<file path="src/rtl/toy_pack.sv">
// Shared toy-bus definitions used by the LSU request ports.
package toy_pack;

  localparam int unsigned TOY_BUS_OP_WIDTH = 2;

  typedef enum logic [TOY_BUS_OP_WIDTH-1:0] {
    TOY_BUS_READ  = 2'd0,
    TOY_BUS_WRITE = 2'd1,
    TOY_BUS_FENCE = 2'd2
  } toy_bus_op_e;

endpackage

</file>
<file path="src/rtl/toy_lsu_stq.sv">
// LSU store queue: in-order circular buffer of resolved stores, committed at retire
// and drained to memory in order; all entries are exported for load hazard search.
module toy_lsu_stq #(
  parameter int unsigned STU_DEPTH  = 8,
  parameter int unsigned ADDR_WIDTH = 32,
  parameter int unsigned DATA_WIDTH = 32,
  parameter int unsigned STRB_WIDTH = 4,
  parameter int unsigned SB_WIDTH   = 16
) (
  input  logic                                      clk,
  input  logic                                      rst_n,
  input  logic                                      s_st_vld,
  output logic                                      s_st_rdy,
  input  logic [ADDR_WIDTH-1:0]                     s_st_addr,
  input  logic [DATA_WIDTH-1:0]                     s_st_data,
  input  logic [STRB_WIDTH-1:0]                     s_st_strb,
  input  logic [SB_WIDTH-1:0]                       s_st_sideband,
  input  logic                                      commit_en,
  input  logic                                      cancel_en,
  output logic [STU_DEPTH-1:0]                      v_stq_en,
  output logic [STU_DEPTH*ADDR_WIDTH-1:0]           v_stq_addr,
  output logic [STU_DEPTH*DATA_WIDTH-1:0]           v_stq_data,
  output logic [STU_DEPTH*STRB_WIDTH-1:0]           v_stq_strb,
  output logic [$clog2(STU_DEPTH)-1:0]              stq_wr_ptr,
  output logic                                      stq_full,
  output logic                                      stq_empty,
  output logic                                      m_mem_req_vld,
  input  logic                                      m_mem_req_rdy,
  output logic [ADDR_WIDTH-1:0]                     m_mem_req_addr,
  output logic [DATA_WIDTH-1:0]                     m_mem_req_data,
  output logic [STRB_WIDTH-1:0]                     m_mem_req_strb,
  output logic [SB_WIDTH-1:0]                       m_mem_req_sideband,
  output logic [toy_pack::TOY_BUS_OP_WIDTH-1:0]     m_mem_req_opcode
);

  localparam int unsigned PW = $clog2(STU_DEPTH);
  localparam int unsigned CW = PW + 1;

  logic [PW-1:0]         wr_ptr_q, wr_ptr_d;
  logic [PW-1:0]         cmt_ptr_q, cmt_ptr_d;
  logic [PW-1:0]         rd_ptr_q, rd_ptr_d;
  logic [CW-1:0]         count_q, count_d;
  logic [CW-1:0]         ncmt_q, ncmt_d;
  logic [STU_DEPTH-1:0]  valid_q, valid_d;
  logic [STU_DEPTH-1:0]  cmtd_q, cmtd_d;

  logic [ADDR_WIDTH-1:0] addr_q [STU_DEPTH];
  logic [ADDR_WIDTH-1:0] addr_d [STU_DEPTH];
  logic [DATA_WIDTH-1:0] data_q [STU_DEPTH];
  logic [DATA_WIDTH-1:0] data_d [STU_DEPTH];
  logic [STRB_WIDTH-1:0] strb_q [STU_DEPTH];
  logic [STRB_WIDTH-1:0] strb_d [STU_DEPTH];
  logic [SB_WIDTH-1:0]   sb_q   [STU_DEPTH];
  logic [SB_WIDTH-1:0]   sb_d   [STU_DEPTH];

  logic                  full;
  logic                  enq_fire;
  logic                  cmt_fire;
  logic                  drn_fire;
  logic [CW-1:0]         uncmt_cnt;

  // Status derived from registered state only, so rdy never sees a same-cycle drain.
  assign full      = (count_q == CW'(STU_DEPTH));
  assign uncmt_cnt = count_q - ncmt_q;
  assign enq_fire  = s_st_vld & ~full & ~cancel_en;
  assign cmt_fire  = commit_en & (uncmt_cnt != '0);
  assign drn_fire  = m_mem_req_vld & m_mem_req_rdy;

  always_comb begin
    wr_ptr_d  = wr_ptr_q;
    cmt_ptr_d = cmt_ptr_q;
    rd_ptr_d  = rd_ptr_q;
    count_d   = count_q;
    ncmt_d    = ncmt_q;
    valid_d   = valid_q;
    cmtd_d    = cmtd_q;
    addr_d    = addr_q;
    data_d    = data_q;
    strb_d    = strb_q;
    sb_d      = sb_q;

    if (cmt_fire) begin
      cmtd_d[cmt_ptr_q] = 1'b1;
      cmt_ptr_d         = cmt_ptr_q + PW'(1);
    end

    if (drn_fire) begin
      valid_d[rd_ptr_q] = 1'b0;
      cmtd_d[rd_ptr_q]  = 1'b0;
      rd_ptr_d          = rd_ptr_q + PW'(1);
    end

    ncmt_d = ncmt_q + CW'(cmt_fire) - CW'(drn_fire);

    // Flush sees this cycle's commit, so a just-committed entry survives.
    if (cancel_en) begin
      for (int i = 0; i < STU_DEPTH; i++) begin
        if (!cmtd_d[i]) begin
          valid_d[i] = 1'b0;
        end
      end
      wr_ptr_d = cmt_ptr_d;
      count_d  = ncmt_d;
    end else begin
      if (enq_fire) begin
        valid_d[wr_ptr_q] = 1'b1;
        cmtd_d[wr_ptr_q]  = 1'b0;
        addr_d[wr_ptr_q]  = s_st_addr;
        data_d[wr_ptr_q]  = s_st_data;
        strb_d[wr_ptr_q]  = s_st_strb;
        sb_d[wr_ptr_q]    = s_st_sideband;
        wr_ptr_d          = wr_ptr_q + PW'(1);
      end
      count_d = count_q + CW'(enq_fire) - CW'(drn_fire);
    end
  end

  always_ff @(posedge clk or negedge rst_n) begin
    if (!rst_n) begin
      wr_ptr_q  <= '0;
      cmt_ptr_q <= '0;
      rd_ptr_q  <= '0;
      count_q   <= '0;
      ncmt_q    <= '0;
      valid_q   <= '0;
      cmtd_q    <= '0;
    end else begin
      wr_ptr_q  <= wr_ptr_d;
      cmt_ptr_q <= cmt_ptr_d;
      rd_ptr_q  <= rd_ptr_d;
      count_q   <= count_d;
      ncmt_q    <= ncmt_d;
      valid_q   <= valid_d;
      cmtd_q    <= cmtd_d;
    end
  end

  // Payload storage is qualified by valid, so it carries no reset.
  always_ff @(posedge clk) begin
    addr_q <= addr_d;
    data_q <= data_d;
    strb_q <= strb_d;
    sb_q   <= sb_d;
  end

  always_comb begin
    v_stq_addr = '0;
    v_stq_data = '0;
    v_stq_strb = '0;
    for (int i = 0; i < STU_DEPTH; i++) begin
      v_stq_addr[i*ADDR_WIDTH +: ADDR_WIDTH] = addr_q[i];
      v_stq_data[i*DATA_WIDTH +: DATA_WIDTH] = data_q[i];
      v_stq_strb[i*STRB_WIDTH +: STRB_WIDTH] = strb_q[i];
    end
  end

  assign v_stq_en   = valid_q;
  assign stq_wr_ptr = wr_ptr_q;
  assign stq_full   = full;
  assign stq_empty  = (count_q == '0);
  assign s_st_rdy   = ~full;

  // Head entry is stable while waiting: only a handshake moves rd_ptr or clears it.
  assign m_mem_req_vld      = valid_q[rd_ptr_q] & cmtd_q[rd_ptr_q];
  assign m_mem_req_addr     = addr_q[rd_ptr_q];
  assign m_mem_req_data     = data_q[rd_ptr_q];
  assign m_mem_req_strb     = strb_q[rd_ptr_q];
  assign m_mem_req_sideband = sb_q[rd_ptr_q];
  assign m_mem_req_opcode   = toy_pack::TOY_BUS_WRITE;

endmodule

</file>
<file path="config.mk">
export PLATFORM = sky130hd
export DESIGN_NAME = toy_lsu_stq
export DESIGN_NICKNAME = d
export VERILOG_FILES = /design/src/rtl/toy_pack.sv /design/src/rtl/toy_lsu_stq.sv
export SDC_FILE = /design/constraint.sdc
export NUM_CORES = 1
export LEC_CHECK = 0
export CAP_MARGIN = 20
export CORE_AREA = 2 2 288 290
export DETAILED_ROUTE_END_ITERATION = 10
export DIE_AREA = 0 0 290 292
export MAX_ROUTING_LAYER = met4
export SYNTH_ARGS = -nofsm -noshare
export SYNTH_HDL_FRONTEND = slang
export SYNTH_SLANG_ARGS = --single-unit
</file>
<file path="constraint.sdc">
create_clock -name clk -period 9.4 [get_ports clk]
set_clock_uncertainty 0.2 [all_clocks]
set_input_delay 1.88 -clock clk [delete_from_list [all_inputs] [get_ports clk]]
set_output_delay 1.88 -clock clk [all_outputs]
set_load 0.05 [all_outputs]
</file>
Figure 1. Placement view (run 1).
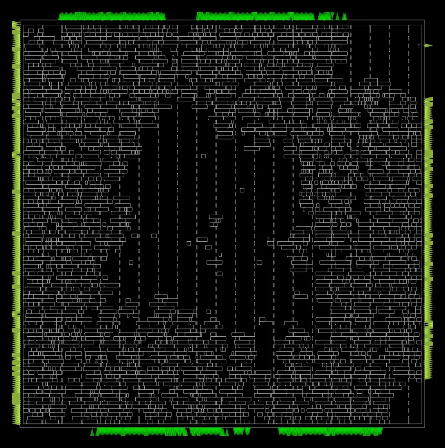
Well Taps: 1070
core area: 0.0816 mm²
flop count: 705

Figure 2. I/O nets highlighted (run 1).
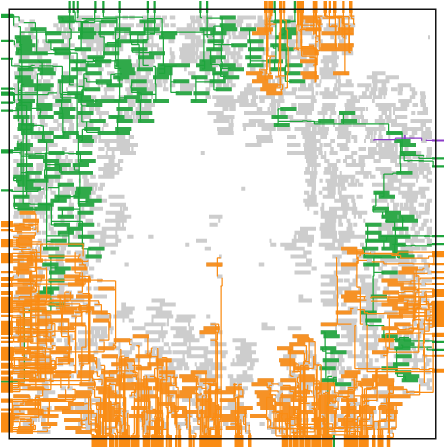
- green: `s_st_data` (direction input; end cells 256; buffers 32; wire 3830 µm)
- orange: `v_stq_addr` (direction output; end cells 256; buffers 256; wire 12100 µm)
- purple: `stq_full` (direction output; end cells 1; buffers 1; wire 41.5 µm)

Figure 3. Routed clock nets over the placement (run 1).
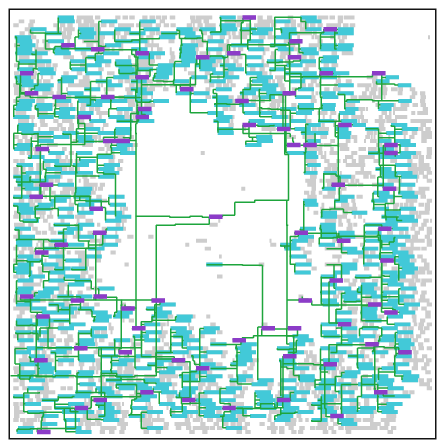
- green: clock wires (length 8730 µm)
- cyan: flip-flops (count 705)
- purple: clock drivers (count 78)
- routed clock nets: 79

[run 1: cell usage after synthesis, drive strengths merged, types with 14 or more instances]
master	n
edfxtp	672
mux2	115
nor2	110
mux2i	108
a21oi	100
nand2	74
clkbuf	53
buf	49
a221oi	48
o21ai	47
o221ai	45
a22oi	40
dfrtp	33
inv	26
o22ai	25
ha	16
a221o	14
[run 1: layout make-up]
cell class              instances  share of cell area (%)
clock inverters                57                    1.83
flip-flops and latches        705                    53.8
multi-input cells             821                    16.0
repair buffers                765                    19.5
diodes                          8                  0.0513
well taps                    1070                    3.43
clock buffers                  87                    5.14
inverters                      26                   0.263
[run 1: final timing paths]
check                                     endpoint  slack [ns]
max in group asynchronous  rd_ptr_q[1]$_DFFE_PN0N_        7.09
hold reg to reg                ncmt_q[0]$_DFF_PN0_        0.33
hold / removal                 ncmt_q[0]$_DFF_PN0_        0.33
setup reg to reg              count_q[2]$_DFF_PN0_        4.89
setup / recovery                 m_mem_req_addr[0]        3.01
min in group asynchronous     count_q[3]$_DFF_PN0_        1.52
[run 1: worst register-to-register path, cell delays in order (launching register included)]
cell and delay, ns:
dfrtp_4 0.61, inv_4 0.41, buf_4 0.72, nor2_2 0.41
nand2_1 0.21, a31o_4 0.26, inv_4 0.07, nand2_4 0.10
inv_1 0.07, ha_1 0.27, inv_1 0.06, ha_1 0.17
inv_1 0.07, fa_1 0.41, xnor2_1 0.16, nand2_1 0.07
o21ai_0 0.10
[run 1: kinds of logic (layout without fill, tap and decap cells)]
logic type / Yosys count / in the layout / synth area share, %
fa+ha+maj: 18 / 18 / 0.866
simple gates: 212 / 212 / 3.28
buf+inv: 128 / 935 / 2.05
other cells: 2 / 10 / 0.0271
flops: 705 / 705 / 75.7
xor+xnor: 12 / 12 / 0.379
compound gates: 352 / 352 / 8.88
mux: 225 / 225 / 8.76
==> results_dict.tcl, run 1 <==
# metrics dict for downstream scripts
set metrics [dict create \
    status "finished clean" \
    grt_busiest_layer "met2" \
    p_sw_share_pct 39.1 \
    startpoint "rd_ptr_q[2]$_DFFE_PN0N_" \
    period_needed_ns 6.39 \
    required_ns 7.32 \
    use_met3_pct 7.03 \
    htreeDepth 3 \
    crit_type "flip-flop to output pin" \
    routedWlPerCell_um 28.3 \
    hold_ws_ns 0.329 \
    ios 735 \
    synth-main-ff-cell "edfxtp_1" \
    gr-usage-met1_pct 28.4 \
    initial_core_util_pct 34.0 \
    cts_setup_buffers 0 \
    syn_to_final_growth_pct 40.8 \
    comb_area_mm2 0.00624 \
    warnings 30 \
    cts.sinks 705 \
    track_usage_pct 23.6 \
    syn-instance-count 1654 \
    fillerInstances 6936 \
    worst_setup_path_end_kind "output pin" \
    met3_length_um 9180 \
    num_vias 18906 \
    power_mw 11.7 \
    cts_hold_repair.buffers 0 \
    clk-power_mw 3.24 \
    fin_ws_ns 3.01 \
    timing.final.crit_share_pct 68.0 \
    chip_area_mm2 0.0847 \
    area_leaders "edfxtp_1 (73%), mux2_2 (4.4%), mux2i_1 (3.9%), dfrtp_1 (3.0%), a21oi_1 (1.8%)" \
    reg2reg_depth 16 \
    wl_met2_um 49400 \
    grt.overflow.total 0 \
    synth.top_cell.area_share_pct 72.8 \
    lay_top_count "clkdlybuf4s50_1" \
    p_int_mw 7.15 \
    worstMarginPinSlew_ns 1.06 \
    yosysWarningCount 0 \
    slew_viol_final 0 \
    p_sw_mw 4.58 \
    grt_pass1_wl_um 142000 \
    synth_seq_share_pct 75.7 \
    start_kind "flip-flop" \
    wl_met1_um 38900 \
    final_util_pct 47.9 \
    path_buffers 2 \
    drt_iter0_drc 1418 \
    grt.met2_usage_pct 38.5 \
    ys_seq_elements 705 \
    worstPathArrival_ns 4.31 \
    crit_path_max_fanout 49 \
    slowest_stage "dfrtp_4" \
    ir_drop_mv 0.247 \
    ys_types 57 \
    drtPass1Iterations 5 \
    first_global_vias 19274 \
    viasPerCell 5.34 \
    hold_path.class "flip-flop to flip-flop" \
    crit_path_cell_trace "and2_4, buf_4, a22oi_1, o22ai_1, clkdlybuf4s50_1" \
    setup-violations-final 0 \
    p_leak_nw 13.2 \
    grt_antenna_before_repair 8 \
    post-route-drc-count 0 \
]
## Run 2: what changed since run 1
--- a/config.mk
+++ b/config.mk
@@ -6,9 +6,9 @@
 export NUM_CORES = 1
 export LEC_CHECK = 0
 export CAP_MARGIN = 20
-export CORE_AREA = 2 2 288 290
+export CORE_AREA = 2 2 286 288
 export DETAILED_ROUTE_END_ITERATION = 10
-export DIE_AREA = 0 0 290 292
+export DIE_AREA = 0 0 288 290
 export MAX_ROUTING_LAYER = met4
 export SYNTH_ARGS = -nofsm -noshare
 export SYNTH_HDL_FRONTEND = slang
==> constraint.sdc (replaced) <==
create_clock -name clk -period 5.8 [get_ports clk]
set_clock_uncertainty 0.2 [all_clocks]
set_input_delay 1.16 -clock clk [delete_from_list [all_inputs] [get_ports clk]]
set_output_delay 1.16 -clock clk [all_outputs]
set_load 0.05 [all_outputs]
==> run 2 against run 1 <==
Against the previous run:
- via count rose by 0.24%
- sequential share of layout area fell by 0.10 points
- flip-flop count did not move
- synthesized cell count did not move
- area after synthesis did not move
- cell count fell by 0.11%
- combinational power rose by 63%
- hold slack improved by 0.0042 ns
- clock power rose by 55%
- first-iteration DRC count rose by 12%
- non-clock buffer count rose by 10
- register-to-register slack got worse by 3.1 ns
==> results_dict.tcl, run 2 <==
# metrics dict for downstream scripts
set metrics [dict create \
    required_ns 4.44 \
    ys_types 57 \
    ios 735 \
    worstMarginPinSlew_ns 0.983 \
    fillerInstances 6763 \
    cts_hold_repair.buffers 0 \
    timing.final.crit_share_pct 87.7 \
    htreeDepth 3 \
    track_usage_pct 24.0 \
    yosys_area_mm2 0.0277 \
    crit_path_max_fanout 78 \
    viasPerCell 5.36 \
    synth-main-ff-cell "edfxtp_1" \
    p_int_mw 11.4 \
    synthTopCellsByCount "edfxtp_1 (672), nor2_1 (109), mux2_2 (108), mux2i_1 (108), a21oi_1 (100)" \
    min_to "ncmt_q[0]$_DFF_PN0_" \
    coreArea_mm2 0.0802 \
    cts.sinks 705 \
    reg2reg_depth 15 \
    setup-violations-final 0 \
    ys_seq_elements 705 \
    lay_top_count "clkdlybuf4s50_1" \
    synth.largest_area_cell "edfxtp_1" \
    crit_type "flip-flop to output pin" \
    p_sw_share_pct 39.6 \
    holdCritStartpoint "ncmt_q[0]$_DFF_PN0_" \
    worst_setup_path_end_kind "output pin" \
    start_kind "flip-flop" \
    p_sw_mw 7.45 \
    drtAntennaViolNets 0 \
    hold_path.class "flip-flop to flip-flop" \
    period_needed_ns 5.09 \
    async_flop_share_pct 4.68 \
    status "finished clean" \
    grt_antenna_before_repair 4 \
    p_leak_nw 13.3 \
    most_common_cell "edfxtp_1" \
    adder_share_pct 0.866 \
    initial_core_util_pct 34.6 \
    synthTopLogicFamily "AND-OR/OR-AND gates" \
    num_vias 18951 \
    synth-xor-area-share_pct 0.379 \
    syn-instance-count 1654 \
    routedWlPerCell_um 28.4 \
    muxShareOfSynthArea_pct 8.76 \
    ys_sh_aoi_pct 8.88 \
    first_global_vias 19416 \
    synth.top_cell.area_share_pct 72.8 \
    yosysWarningCount 0 \
    slowest_stage "clkdlybuf4s50_1" \
    warnings 28 \
    cts_setup_buffers 0 \
    power_mw 18.8 \
    drt_iter0_drc 1593 \
    syn_to_final_growth_pct 41.1 \
    ff2ff_setup_slack_ns 1.84 \
    comb_area_mm2 0.00625 \
    fin_ws_ns 0.711 \
    drtPass1Iterations 6 \
    crit_path_cell_trace "buf_12, mux2i_1, o21ai_0, o21ai_0, o21ai_0, clkdlybuf4s50_1" \
    slew_viol_final 0 \
    chip_area_mm2 0.0835 \
    ir_drop_mv 0.285 \
    area_leaders "edfxtp_1 (73%), mux2_2 (4.4%), mux2i_1 (3.9%), dfrtp_1 (3.0%), a21oi_1 (1.8%)" \
    path_depth 6 \
    grt_pass1_wl_um 142000 \
    rr_endpoint "count_q[2]$_DFF_PN0_" \
    synth_seq_share_pct 75.7 \
    final_util_pct 48.8 \
    path_buffers 2 \
    hold_ws_ns 0.333 \
    synth-simple-area-share_pct 3.28 \
    worstPathArrival_ns 3.73 \
    post-route-drc-count 0 \
    grt.overflow.total 0 \
    instances_no_fill 3535 \
]
[run 2: layout make-up]
cell class	instances	area share [%]
diodes	6	0.0384
clock buffers	100	5.28
clock inverters	42	1.35
inverters	26	0.262
multi-input cells	821	16.0
flip-flops and latches	705	53.7
well taps	1060	3.39
repair buffers	775	20.0
[run 2: worst max path at each step]
stage                            startpoint                     end  slack (ns)
floorplan                         cancel_en   v_stq_en[1]$_DFF_PN0_       -0.05
global placement    rd_ptr_q[2]$_DFFE_PN0N_       m_mem_req_strb[1]        1.33
detailed placement  rd_ptr_q[2]$_DFFE_PN0N_       m_mem_req_strb[1]        1.31
CTS                 rd_ptr_q[1]$_DFFE_PN0N_  m_mem_req_sideband[12]        0.67
global route        rd_ptr_q[2]$_DFFE_PN0N_       m_mem_req_strb[1]        0.56
finish              rd_ptr_q[2]$_DFFE_PN0N_       m_mem_req_strb[1]        0.71
[run 2: routing by layer]
layer,routed length (µm),global-route usage (%),part of all wire (%)
met4,2680,7.47,2.7
met2,49000,38.5,49
met5,0,-,0
met1,39500,29.4,39
met3,9240,6.56,9.2
[run 2: kinds of logic after synthesis]
kind of cell | after synthesis
DFF | 705
AOI/OAI and AO/OA | 352
muxes | 225
and+or+nand+nor | 212
buffers and inverters | 128
adders and majority gates | 18
xor gates and xnor gates | 12
other | 2
[run 2: power groups by stage]
stage | clock network (mW) | logic [mW] | registers (mW)
after global routing | 5.31 | 7.70 | 6.46
after detailed placement | 0 | 7.41 | 6.52
after floorplan | 0 | 3.91 | 7.26
after CTS | 5.12 | 7.43 | 6.42
after global placement | 0 | 7.38 | 6.51
final | 5.03 | 7.37 | 6.42
Figure 4. Routed clock nets over the placement (run 2).
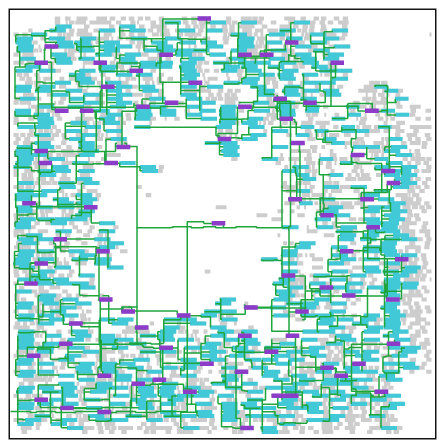
- cyan: flip-flops (count 705)
- green: clock wires (length 8770 µm)
- purple: clock drivers (count 77)
- flops lie: spread over the die
- routed clock nets: 78
Clk power: 5.03 mW
Clock Latency Late Sink: 0.61 ns

Figure 5. I/O nets highlighted (run 2).
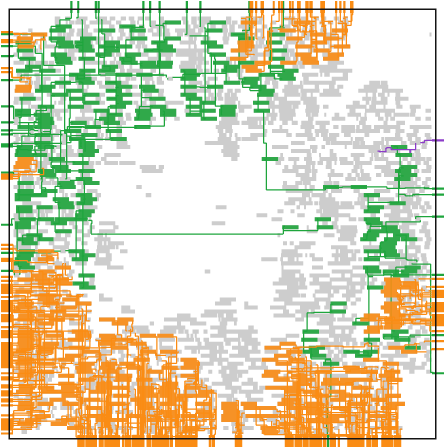
- orange: `v_stq_addr` (direction output; end cells 256; buffers 256; wire 12300 µm)
- purple: `stq_full` (direction output; end cells 1; buffers 1; wire 45.6 µm)
- green: `s_st_data` (direction input; end cells 256; buffers 32; wire 3930 µm)

## Run 3: what changed since run 2
--- a/config.mk
+++ b/config.mk
@@ -5,10 +5,11 @@
 export SDC_FILE = /design/constraint.sdc
 export NUM_CORES = 1
 export LEC_CHECK = 0
-export CAP_MARGIN = 20
+export CAP_MARGIN = 15
 export CORE_AREA = 2 2 286 288
 export DETAILED_ROUTE_END_ITERATION = 10
 export DIE_AREA = 0 0 288 290
+export GPL_ROUTABILITY_DRIVEN = 0
 export MAX_ROUTING_LAYER = met4
 export SYNTH_ARGS = -nofsm -noshare
 export SYNTH_HDL_FRONTEND = slang
==> run 3 against run 2 <==
Against the previous run:
- flip-flop count stayed put
- die area unchanged
- sequential share of layout area grew 0.14 points
- wire length barely moved
- fmax is 0.91% lower
- synthesized cell count unchanged
- area after synthesis stayed put
- clock power shrank 2%
- highest routed layer unchanged
==> results_dict.tcl, run 3 <==
# metrics dict for downstream scripts
set metrics [dict create \
    cts.sinks 705 \
    ys_seq_elements 705 \
    synth.largest_area_cell "edfxtp_1" \
    yosys_area_mm2 0.0277 \
    period_needed_ns 5.14 \
    post-route-drc-count 0 \
    ys_types 57 \
    ir_drop_mv 0.320 \
    grt_antenna_before_repair 4 \
    synthTopLogicFamily "AND-OR/OR-AND gates" \
    grt.overflow.total 0 \
    worstPathArrival_ns 3.78 \
    worstMarginPinSlew_ns 0.866 \
    final_util_pct 48.7 \
    drtPass1Iterations 8 \
    adder_share_pct 0.866 \
    lay_top_count "clkdlybuf4s50_1" \
    wl_um 101000 \
    ys_sh_aoi_pct 8.88 \
    track_usage_pct 24.1 \
    worst_setup_path_end_kind "output pin" \
    min_to "ncmt_q[0]$_DFF_PN0_" \
    setup-violations-final 0 \
    path_buffers 3 \
    synth.top_cell.area_share_pct 72.8 \
    hold_path.class "flip-flop to flip-flop" \
    htreeDepth 3 \
    initial_core_util_pct 34.6 \
    p_leak_nw 13.2 \
    most_common_cell "edfxtp_1" \
    first_global_vias 19434 \
    wl_met1_um 39800 \
    yosysWarningCount 0 \
    crit_path_max_fanout 36 \
    reg2reg_depth 14 \
    crit_path_cell_trace "inv_4, nor2_4, buf_4, a21oi_1, o221ai_1, clkdlybuf4s50_1" \
    cts_tree "yes" \
    drt_iter0_drc 1404 \
    ios 735 \
    synth-simple-area-share_pct 3.28 \
    chip_area_mm2 0.0835 \
    drtAntennaViolNets 0 \
    rr_endpoint "count_q[3]$_DFF_PN0_" \
    slowest_stage "clkdlybuf4s50_1" \
    start_kind "flip-flop" \
    routedWlPerCell_um 28.5 \
    grt_pass1_wl_um 142000 \
    met3_length_um 8110 \
    synth-xor-area-share_pct 0.379 \
    status "finished clean" \
    routed.top_layer "met4" \
    async_flop_share_pct 4.68 \
    hold_ws_ns 0.362 \
    startpoint "rd_ptr_q[0]$_DFFE_PN0N_" \
    wl_met2_um 50100 \
    syn-instance-count 1654 \
    area_leaders "edfxtp_1 (73%), mux2_2 (4.4%), mux2i_1 (3.9%), dfrtp_1 (3.0%), a21oi_1 (1.8%)" \
    fin_ws_ns 0.664 \
    slew_viol_final 0 \
    syn_to_final_growth_pct 40.7 \
    viasPerCell 5.38 \
    crit_type "flip-flop to output pin" \
    muxShareOfSynthArea_pct 8.76 \
    cts_hold_repair.buffers 0 \
    synthTopCellsByCount "edfxtp_1 (672), nor2_1 (109), mux2_2 (108), mux2i_1 (108), a21oi_1 (100)" \
    cts_setup_buffers 0 \
    path_depth 6 \
    timing.final.crit_share_pct 88.5 \
    num_vias 18987 \
    synth-main-ff-cell "edfxtp_1" \
    warnings 28 \
    holdCritStartpoint "ncmt_q[0]$_DFF_PN0_" \
    synth_seq_share_pct 75.7 \
    endpoint "m_mem_req_data[15]" \
]
## run 3: worst reg2reg max path: stages (launching register included)
cell	delay, ns
dfrtp_4	0.71
nor2b_4	0.77
a32o_1	0.30
a211oi_2	0.06
a31o_4	0.27
inv_4	0.09
nand2_4	0.07
inv_1	0.13
ha_1	0.22
inv_1	0.07
ha_1	0.27
a21o_1	0.19
a21oi_1	0.18
xnor2_1	0.12
mux2_2	0.27
## run 3: cell families after synthesis
logic type                 after synthesis
AOI/OAI and AO/OA                      352
xor gates and xnor gates                12
adders and majority gates               18
buffers and inverters                  128
DFF                                    705
muxes                                  225
other                                    2
and+or+nand+nor                        212
## run 3: metrics by stage
| step | power [mW] | cells |
|---|---|---|
| 2_1_floorplan | 11.2 | 1654 |
| 3_3_place_gp | 13.9 | 3385 |
| 3_5_place_dp | 13.9 | 3385 |
| 4_1_cts | 18.8 | 3522 |
| 5_1_grt | 19.4 | 3525 |
| 6_report | 18.7 | 3528 |
## run 3: layout make-up
class | count | area, µm²
fillers | 6854 | 41100
flip-flops and latches | 705 | 21000
repair buffers | 773 | 7790
multi-input cells | 821 | 6250
clock buffers | 87 | 1940
well taps | 1060 | 1330
clock inverters | 50 | 573
inverters | 26 | 103
diodes | 6 | 15.0
## run 3: where the power goes
| group | leakage (nW) | total [mW] | internal [mW] | switching, mW |
|---|---|---|---|---|
| Clock | 1.21 | 4.91 | 2.84 | 2.07 |
| Sequential | 6.46 | 6.45 | 6.08 | 0.365 |
| Combinational | 5.54 | 7.36 | 2.30 | 5.06 |
## run 3: per-layer routing
layer,vias to the layer above,track usage (%)
met3,141,6.15
li1,8072,-
met1,9883,29.3
met2,891,39.5
met5,-,-
met4,0,7.15
Figure 6. Pin placement (run 3).
Pins as bars across the die edge, other pins in grey.
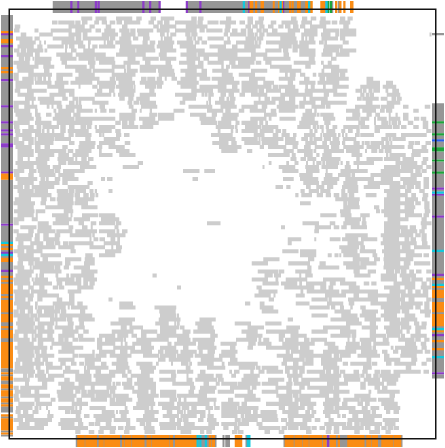
- cyan: `m_mem_req_sideband` (pins 16; direction output; edge 5 right, 5 bottom, 4 top, 2 left)
- orange: `v_stq_addr` (pins 256; direction output; edge 145 bottom, 67 left, 24 top, 20 right)
- green: `v_stq_en` (pins 8; direction output; edge 6 right, 2 top)
- blue: `stq_full` (pins 1; direction output; edge right)
- purple: `s_st_data` (pins 32; direction input; edge 14 left, 11 top, 6 right, 1 bottom)
- all pins by edge: 209 left, 202 bottom, 186 top, 138 right
Port Buf Inserts: 732
die span in y: 290 µm
die width: 288 µm

Figure 7. Routed clock nets over the placement (run 3).
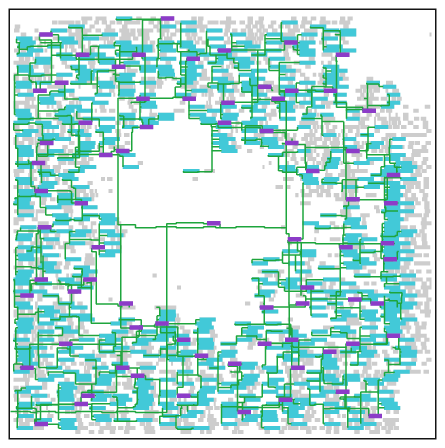
- cyan: flip-flops (count 705)
- purple: clock drivers (count 75)
- green: clock wires (length 8710 µm)
- routed clock nets: 76
- flops lie: spread over the die
Clock Power Share: 26.2%
Clk power: 4.91 mW

Power and IR drop assume default switching activity.
